[config.mk]
export PLATFORM = sky130hd
export DESIGN_NAME = gtx_align_inserter
export DESIGN_NICKNAME = d
export VERILOG_FILES = /design/src/rtl/gtx_align_inserter.sv
export SDC_FILE = /design/constraint.sdc
export NUM_CORES = 1
export LEC_CHECK = 0
export CAP_MARGIN = 20
export CORE_ASPECT_RATIO = 1.25
export CORE_MARGIN = 2
export CORE_UTILIZATION = 35
export CTS_CLUSTER_SIZE = 40
export DETAILED_ROUTE_END_ITERATION = 7
export PLACE_DENSITY = 0.61
export SYNTH_ARGS = -nofsm -noshare
export SYNTH_HDL_FRONTEND = slang
export SYNTH_SLANG_ARGS = --single-unit
[constraint.sdc]
create_clock -name clk -period 1.61 [get_ports clk]
set_clock_uncertainty 0.05 [all_clocks]
set_input_delay 0.2415 -clock clk [delete_from_list [all_inputs] [get_ports clk]]
set_output_delay 0.2415 -clock clk [all_outputs]
set_load 0.02 [all_outputs]
[src/rtl/gtx_align_inserter.sv]
// TX word stream to GTX 8b/10b: SYNC fill, periodic ALIGN pairs; 1-cycle registered latency.
// Backpressure: inready low for the 4 ALIGN words; optional force_align port under GTX_ALIGN_INS_FORCE_EN.
module gtx_align_inserter #(
  parameter int ALIGN_PERIOD = 256
) (
  input  logic        clk,
  input  logic        rst,
  input  logic [15:0] indata,
  input  logic [1:0]  inisk,
  input  logic        invalid,
`ifdef GTX_ALIGN_INS_FORCE_EN
  input  logic        force_align,
`endif
  output logic        inready,
  output logic [15:0] outdata,
  output logic [1:0]  outisk,
  output logic        aligning,
  output logic        underrun
);

  typedef enum logic {S_ALIGN, S_DATA} state_t;

  localparam logic [7:0]  LAST_DW  = 8'(ALIGN_PERIOD - 3);
  localparam logic [15:0] ALIGN_W0 = 16'h4ABC;
  localparam logic [15:0] ALIGN_W1 = 16'h7B4A;
  localparam logic [15:0] SYNC_W0  = 16'h957C;
  localparam logic [15:0] SYNC_W1  = 16'hB5B5;

  state_t      state, state_n;
  logic        ph;
  logic [1:0]  wc, wc_n;
  logic [7:0]  cnt, cnt_n;
  logic        acc0, acc0_n;
  logic [15:0] outdata_n;
  logic [1:0]  outisk_n;
  logic        aligning_n, underrun_n;
  logic        force_req;

`ifdef GTX_ALIGN_INS_FORCE_EN
  logic force_pend, force_pend_n;

  assign force_req = force_align | force_pend;

  // Requests outside a DATA ph=1 slot wait for the next dword boundary.
  always_comb begin
    force_pend_n = force_pend | force_align;
    if (state == S_DATA && ph) force_pend_n = 1'b0;
  end

  always_ff @(posedge clk or posedge rst) begin
    if (rst) force_pend <= 1'b0;
    else     force_pend <= force_pend_n;
  end
`else
  assign force_req = 1'b0;
`endif

  assign inready = (state == S_DATA);

  always_comb begin
    state_n    = state;
    wc_n       = wc;
    cnt_n      = cnt;
    acc0_n     = 1'b0;
    outdata_n  = ph ? SYNC_W1 : SYNC_W0;
    outisk_n   = ph ? 2'b00 : 2'b01;
    aligning_n = 1'b0;
    underrun_n = 1'b0;
    case (state)
      S_ALIGN: begin
        aligning_n = 1'b1;
        outdata_n  = wc[0] ? ALIGN_W1 : ALIGN_W0;
        outisk_n   = wc[0] ? 2'b00 : 2'b01;
        wc_n       = 2'(wc + 2'd1);
        if (wc == 2'd3) state_n = S_DATA;
      end
      default: begin
        if (invalid) begin
          outdata_n = indata;
          outisk_n  = inisk;
        end else if (ph && acc0) begin
          underrun_n = 1'b1;
        end
        if (!ph) acc0_n = invalid;
        // ALIGN may only start on a dword boundary, so decide at ph=1.
        if (ph) begin
          if (cnt == LAST_DW || force_req) begin
            state_n = S_ALIGN;
            cnt_n   = 8'd0;
            wc_n    = 2'd0;
          end else begin
            cnt_n = cnt + 8'd1;
          end
        end
      end
    endcase
  end

  always_ff @(posedge clk or posedge rst) begin
    if (rst) begin
      state    <= S_ALIGN;
      ph       <= 1'b0;
      wc       <= 2'd0;
      cnt      <= 8'd0;
      acc0     <= 1'b0;
      outdata  <= 16'h0000;
      outisk   <= 2'b00;
      aligning <= 1'b0;
      underrun <= 1'b0;
    end else begin
      state    <= state_n;
      ph       <= ~ph;
      wc       <= wc_n;
      cnt      <= cnt_n;
      acc0     <= acc0_n;
      outdata  <= outdata_n;
      outisk   <= outisk_n;
      aligning <= aligning_n;
      underrun <= underrun_n;
    end
  end

endmodule

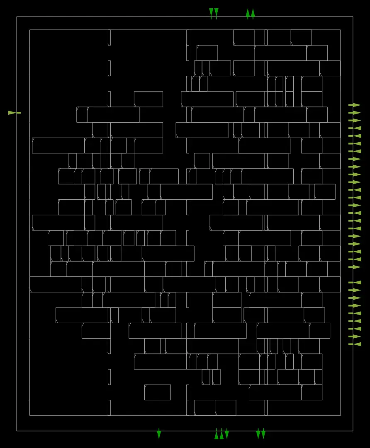
**Above:** placement view.
number of cell rows: 25
count of inserted tapcells: 40
placeable core region: 3720 µm²
Layout fillers: 344

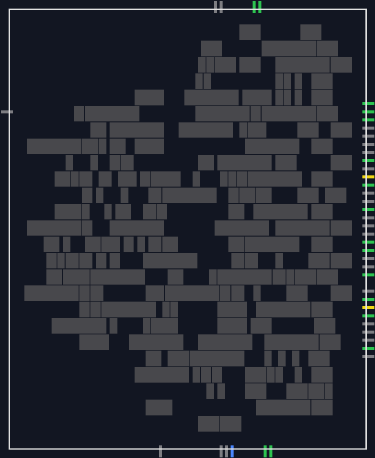
**Above:** pin placement.
Drawn at 6 px/µm. Pins as bars across the die edge, other pins in grey.
| port | colour | pins | direction | edge |
|---|---|---|---|---|
| outisk | yellow | 2 | output | right |
| aligning | blue | 1 | output | bottom |
| outdata | green | 16 | output | 12 right, 2 bottom, 2 top |

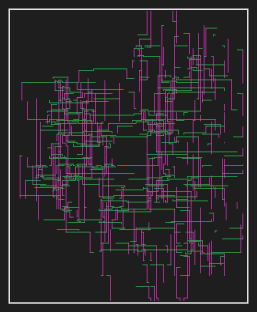
**Above:** signal wires by layer.
Drawn at 4 px/µm. Only two layers are drawn.
| layer | colour | wire length |
|---|---|---|
| M2 | magenta | 1410 µm |
| M1 | green | 1210 µm |

==> changes_impl.md <==
### Implementation results

* Nets at 203
* Top fanout value on the critical path at 1
* Fraction of layout cells with a size suffix above 1 at 9.44%
* Result of the run: finished, final reports clean
* Ys flop type: sky130_fd_sc_hd__dfrtp_1
* Final weighted congestion in routability-driven placement at 0.807
* Worst hold slack at 302 ps
* Clock transition at the registers of the reported paths at 70 ps
* Most frequently placed logic cell in the final layout: sky130_fd_sc_hd__clkdlybuf4s50_1
* Reg-to-reg slack, setup at 170 ps
* GRT Util Overall at 15.3%
* Routed wire per std cell at 13.1 µm
* Flip-flop and latch count after synthesis at 33
* Critical setup path kind: register to primary output
* Capturing element type of the critical path: primary output
* Internal power consumption at 1340 µW
* Buffers inserted by post-CTS timing repair at 0
* Sequential share of power at 50.2%
* Syn Area/Cell at 10.3 µm²
* Highest-delay cell along the critical path: sky130_fd_sc_hd__clkdlybuf4s50_1
* Synthesized net count at 154
* Chip footprint at 4330 µm²
* Share of total power consumed by net switching at 21.8%
* Crit path DAT at 1210 ps
* Async SR Flop Fraction at 100%
* Maximum capacitance violations at 0
* Number of distinct library cells after synthesis at 30
* # placed instances at 212
* Worst Setup Slack post-DPL at 167 ps
* Antenna violations before repair at 0
* Static power due to leakage at 0.000883 µW
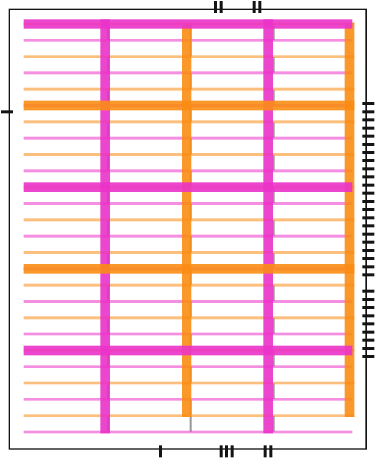
**Above:** PDN straps and rails.
Drawn at 6 px/µm. Pins as bars on the die edge. Tap cells in grey.
| net | colour |
|---|---|
| VDD | orange |
| VSS | magenta |
signal pins: 42
tap cells: 40
met1 rails: 26
met4 straps: 4

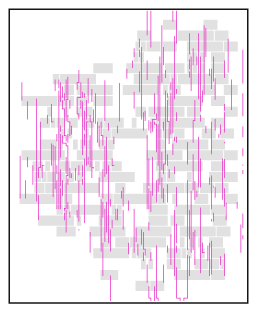
**Above:** met2 routing.
Drawn at 4 px/µm.
share of all routed wire: 49%
nets with wire on the layer: 166
longest straight run: 32.0 µm

[worst min-delay path, stage by stage]
cell,delay (ps)
sky130_fd_sc_hd__clkdlybuf4s50_1,400
sky130_fd_sc_hd__inv_1,50
sky130_fd_sc_hd__buf_4,370
[power by group through the flow]
| stage | clock network, µW | logic (µW) | registers [µW] |
|---|---|---|---|
| floorplan | 0 | 40.6 | 908 |
| global placement | 0 | 183 | 875 |
| detailed placement | 0 | 185 | 876 |
| CTS | 692 | 186 | 860 |
| global route | 741 | 198 | 862 |
| finish | 669 | 183 | 860 |
[state kept, by name, indices dropped and copies added, names as in the netlist]
| name | cells |
|---|---|
| wc | 2 |
| inready | 1 |
| outisk | 2 |
| underrun | 1 |
| aligning | 1 |
| outdata | 16 |
| ph | 1 |
| cnt | 8 |
| acc0 | 1 |
[metal layers]
metal | track usage [%] | vias up | share of wire (%)
met5 | 0 | - | 0
met4 | 6.57 | 0 | 0.94
met3 | 5.67 | 2 | 7.9
met2 | 25.5 | 37 | 49
met1 | 17.2 | 523 | 42
li1 | - | 538 | -
[cells by family after synthesis]
kind of cell	after synthesis	synth area share, %
AOI/OAI and AO/OA	26	12.7
DFF	33	61.9
buffers and inverters	11	3.28
adders and majority gates	3	2.81
and+or+nand+nor	57	19.4
[final cells by class]
type	count	area, µm²
clock buffers	7	96.3
clock inverters	1	5.00
fillers	344	1800
inverters	6	22.5
multi-input cells	86	465
flip-flops and latches	33	826
well taps	40	50.0
repair buffers	47	458
[worst max-delay path by stage]
stage                              to
after floorplan                cnt[5]
after global placement         cnt[6]
after detailed placement       cnt[6]
after CTS                     inready
after global routing      outdata[12]
final                        underrun
Power and IR drop assume default switching activity.
